### Power grid

Bar = 20 um. Pins as bars on the die edge.
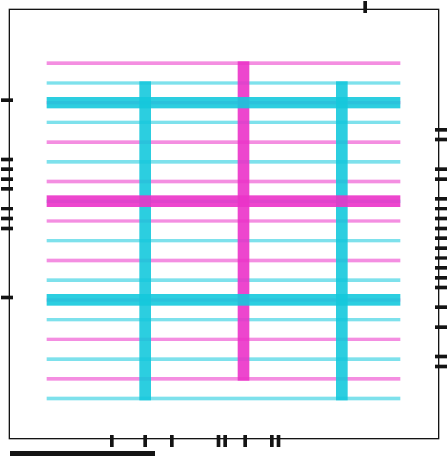
### Placed cells, one colour a class

Bar = 20 um.
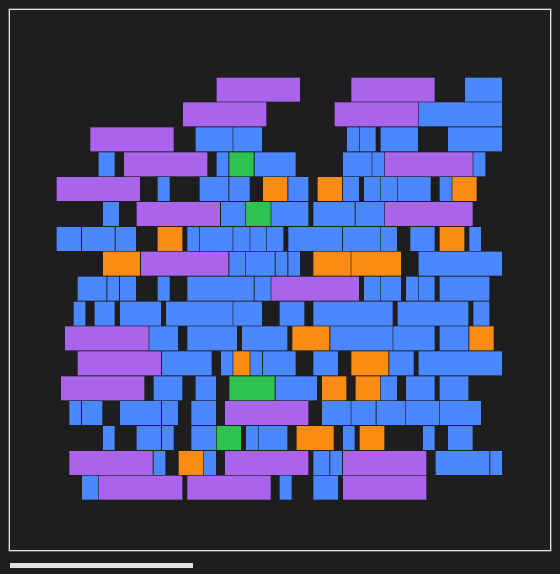
### Clock wires, drivers and flops

Bar = 20 um.
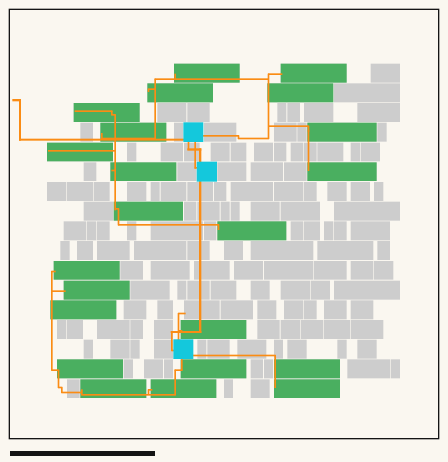
### config.mk
export PLATFORM = sky130hd
export DESIGN_NAME = cmp_window_monitor
export DESIGN_NICKNAME = d
export VERILOG_FILES = /design/src/rtl/cmp_pkg.sv /design/src/rtl/cmp_ref_check.sv /design/src/rtl/cmp_window_monitor.sv
export SDC_FILE = /design/constraint.sdc
export NUM_CORES = 1
export LEC_CHECK = 0
export ABC_CLOCK_PERIOD_IN_PS = 1800
export CAP_MARGIN = 10
export CORE_MARGIN = 5
export CORE_UTILIZATION = 55
export DETAILED_ROUTE_END_ITERATION = 10
export DONT_BUFFER_PORTS = 1
export GPL_TIMING_DRIVEN = 0
export MAX_ROUTING_LAYER = met4
export PLACE_DENSITY = 0.78
export SLEW_MARGIN = 20
export SYNTH_ARGS = -nofsm -noshare
export SYNTH_HDL_FRONTEND = slang
export SYNTH_HIERARCHICAL = 1
export SYNTH_SLANG_ARGS = --single-unit
### constraint.sdc
create_clock -name clk -period 1.8 [get_ports clk]
set_input_delay 0.27 -clock clk [delete_from_list [all_inputs] [get_ports clk]]
set_output_delay 0.27 -clock clk [all_outputs]
set_load 0.03 [all_outputs]
### src/rtl/cmp_pkg.sv
// Shared definitions for the comparator window monitor: parameter
// defaults, counter-width helper and the FSM state encoding.
package cmp_pkg;

    localparam int CMP_WIDTH_DEF  = 4;
    localparam int CMP_WINDOW_DEF = 8;

    // Width needed to hold a count in 0..window inclusive.
    function automatic int cnt_w(input int window);
        return $clog2(window + 1);
    endfunction

    typedef enum logic [1:0] {
        IDLE   = 2'd0,
        ACCUM  = 2'd1,
        REPORT = 2'd2
    } cmp_state_e;

endpackage

### src/rtl/cmp_ref_check.sv
// Reference check of one comparator sample: flags err when the result
// flags are not exactly the one-hot outcome of an unsigned compare of a, b.
module cmp_ref_check #(
    parameter int WIDTH = 4
) (
    input  logic [WIDTH-1:0] a,
    input  logic [WIDTH-1:0] b,
    input  logic             lt,
    input  logic             eq,
    input  logic             gt,
    output logic             err
);

    logic ref_lt;
    logic ref_eq;
    logic ref_gt;

    // The reference compare is always one-hot, so matching all three flags
    // covers both the "not exactly one flag" and "wrong flag" cases.
    always_comb begin
        ref_lt = (a < b);
        ref_eq = (a == b);
        ref_gt = (a > b);
        err    = ({lt, eq, gt} != {ref_lt, ref_eq, ref_gt});
    end

endmodule

### src/rtl/cmp_window_monitor.sv
// Window monitor: classifies WINDOW accepted comparator samples into
// lt/eq/gt/error counts and offers the totals as one report.
//
// Handshakes: a transfer happens on a rising clk edge where valid and ready
// are both 1. in_ready is low only in REPORT (and while rst is high);
// out_valid is high only in REPORT and the report holds until out_ready.
module cmp_window_monitor
    import cmp_pkg::*;
#(
    parameter int WIDTH  = CMP_WIDTH_DEF,
    parameter int WINDOW = CMP_WINDOW_DEF,
    localparam int CNT_W = cnt_w(WINDOW)
) (
    input  logic             clk,
    input  logic             rst,
    input  logic             in_valid,
    output logic             in_ready,
    input  logic [WIDTH-1:0] a,
    input  logic [WIDTH-1:0] b,
    input  logic             lt,
    input  logic             eq,
    input  logic             gt,
    output logic             out_valid,
    input  logic             out_ready,
    output logic [CNT_W-1:0] lt_cnt,
    output logic [CNT_W-1:0] eq_cnt,
    output logic [CNT_W-1:0] gt_cnt,
    output logic [CNT_W-1:0] err_cnt,
    output logic             err_flag,
    output cmp_state_e       state_dbg
);

    cmp_state_e       state;
    logic [CNT_W-1:0] acc_cnt;
    logic             sample_err;
    logic             accept;

    cmp_ref_check #(.WIDTH(WIDTH)) u_ref_check (
        .a   (a),
        .b   (b),
        .lt  (lt),
        .eq  (eq),
        .gt  (gt),
        .err (sample_err)
    );

    // Handshake and status outputs decoded from the registered state; rst
    // gates in_ready so nothing is accepted while reset is held.
    always_comb begin
        in_ready  = !rst && (state != REPORT);
        out_valid = (state == REPORT);
        accept    = in_valid && in_ready;
        err_flag  = (err_cnt != '0);
        state_dbg = state;
    end

    // FSM plus counters. acc_cnt tracks accepted samples so the window
    // closes on the WINDOW-th accept; no count can exceed WINDOW.
    always_ff @(posedge clk or posedge rst) begin
        if (rst) begin
            state   <= IDLE;
            acc_cnt <= '0;
            lt_cnt  <= '0;
            eq_cnt  <= '0;
            gt_cnt  <= '0;
            err_cnt <= '0;
        end else begin
            case (state)
                IDLE, ACCUM: begin
                    if (accept) begin
                        acc_cnt <= acc_cnt + CNT_W'(1);
                        if (sample_err)
                            err_cnt <= err_cnt + CNT_W'(1);
                        else if (lt)
                            lt_cnt <= lt_cnt + CNT_W'(1);
                        else if (eq)
                            eq_cnt <= eq_cnt + CNT_W'(1);
                        else
                            gt_cnt <= gt_cnt + CNT_W'(1);
                        if (acc_cnt == CNT_W'(WINDOW - 1))
                            state <= REPORT;
                        else
                            state <= ACCUM;
                    end
                end
                REPORT: begin
                    // Report consumed: start a fresh window from zero.
                    if (out_ready) begin
                        state   <= IDLE;
                        acc_cnt <= '0;
                        lt_cnt  <= '0;
                        eq_cnt  <= '0;
                        gt_cnt  <= '0;
                        err_cnt <= '0;
                    end
                end
                default: state <= IDLE;
            endcase
        end
    end

endmodule

==> results.json <==
{
  "status": "finished, violations left",
  "violations": "negative hold slack, negative setup slack",
  "power_switching_uw": 770,
  "setup_viol_count_final": 16,
  "gr-usage-all-layers_pct": 20.5,
  "synth-edff-count": 0,
  "combPwrFrac_pct": 26.7,
  "arrival_ns": 2.45,
  "floorplan.rows": 17,
  "avgSynthCellArea_sq_um": 9.51,
  "cts.sinks": 22,
  "post-cts-setup-buffer-count": 12,
  "ys_warn_count": 6,
  "fin_cells": 184,
  "rsz0062_at_grt": "yes",
  "cts_root_buffer": "clkbuf_4",
  "n_antenna_cell": 0,
  "internal-power_uw": 980,
  "rr_worst_depth": 7,
  "dp_hpwl_um": 2270,
  "grt_use_met1_pct": 21.0,
  "die_h_um": 59.0,
  "fin_crit_sh_pct": 122,
  "drc": 0,
  "ant_nets": 0,
  "holdBufCountCts": 0,
  "synthAoiAreaFrac_pct": 15.3,
  "grt_max_degree": 23,
  "tightest_slew_ns": 0.809,
  "tns_ns": -3.55,
  "layout_setup_ws_ns": -0.392,
  "final_common_cell": "dfrtp_1",
  "ys_cells": 139,
  "rr_endpoint": "lt_cnt[3]$_DFFE_PP0P_",
  "powerSeq_mw": 1.01,
  "whs_ns": -0.0283,
  "synthDistinctLibCells": 40,
  "startpoint": "b[1]",
  "htree_levels": 1,
  "cp_slowest_stage_delay_ns": 0.48,
  "p_clk_share_pct": 15.8,
  "grt-busiest-layer": "met2",
  "finalHoldViolCount": 22,
  "crit_path_end_kind": "flip-flop",
  "synth_top_area_share_pct": 41.7,
  "synthTopLogicFamily": "simple AND/OR/NAND/NOR gates",
  "ys_seq_share_pct": 41.7,
  "syn-cell-area_sq_um": 1320,
  "numCtsBuffers": 3,
  "fa_ha_area_share_pct": 9.47,
  "top_cell": "dfrtp_1",
  "wl_um": 3470,
  "drive_above_1_share_pct": 37.8,
  "most-common-layout-cells": "dfrtp_1, nand2_1, buf_4, nand3_1, nor2_1",
  "overflow": 0,
  "warnings": 30,
  "cp-start-kind": "input port",
  "met3_usage_pct": 5.66,
  "grt_pass1_vias": 1203,
  "synth_xor_xnor_area_share_pct": 3.31,
  "area_growth_pct": 30.6,
  "slew_headroom_pct": 46.0,
  "min_path_type": "in2async",
  "die_area_sq_um": 3480,
  "r2r_start": "state_dbg[1]$_DFFE_PP0P_",
  "p_sw_share_pct": 44.0,
  "critPathTopFamily": "simple AND/OR/NAND/NOR gates",
  "clock_path_buffers": 2,
  "powerDensity_nw_per_um2": 1010,
  "viasPerCell": 6.47,
  "fp_nets": 164,
  "finalNetCount": 182,
  "post_cts_resized": 34,
  "post_synth_and_or_nand_nor_area_fraction_pct": 25.3,
  "routabilityCongestion": 0.853
}
## Picture notes: 'Power grid'
legend:
  magenta:
    net: VDD
  cyan:
    net: VSS
signal pins: 36
rows: 17
met4 straps: 3
met1 rails: 18

## Picture notes: 'Placed cells, one colour a class'
legend:
  blue:
    class: remaining logic cells
    cells: 113
    share_of_their_area: 56%
  purple:
    class: registers
    cells: 22
    share_of_their_area: 33%
  green:
    class: clock drivers and dummy loads
    cells: 4
    share_of_their_area: 2.1%
  orange:
    class: remaining buffers and delay cells
    cells: 17
    share_of_their_area: 9.0%

## Picture notes: 'Clock wires, drivers and flops'
legend:
  green:
    item: flip-flops
    count: 22
  orange:
    item: clock wires
    length: 255 um
  cyan:
    item: clock-net drivers
    count: 3
routed clock nets: 4

## logic make-up after synthesis
family                     after synthesis
AOI/OAI and AO/OA                       31
xor gates and xnor gates                 5
adders and majority gates               10
buffers and inverters                   12
DFF                                     22
muxes                                    1
and+or+nand+nor                         58
## layout make-up
class,instances,area (sq um),share of cell area [%]
Multi-Input combinational cell,105,888,51.5
Buffer,3,31.3,1.81
Inverter,8,58.8,3.41
Clock buffer,4,36.3,2.10
Tap cell,28,35.0,2.03
Timing Repair Buffer,14,120,6.96
Sequential cell,22,556,32.2
## metrics by stage
step	setup slack (ns)	util (%)
2_1_floorplan	-0.683	-
3_3_place_gp	-0.837	62.3
3_5_place_dp	-0.884	62.3
4_1_cts	-0.273	73.2
5_1_grt	-0.411	76.5
6_report	-0.392	76.5
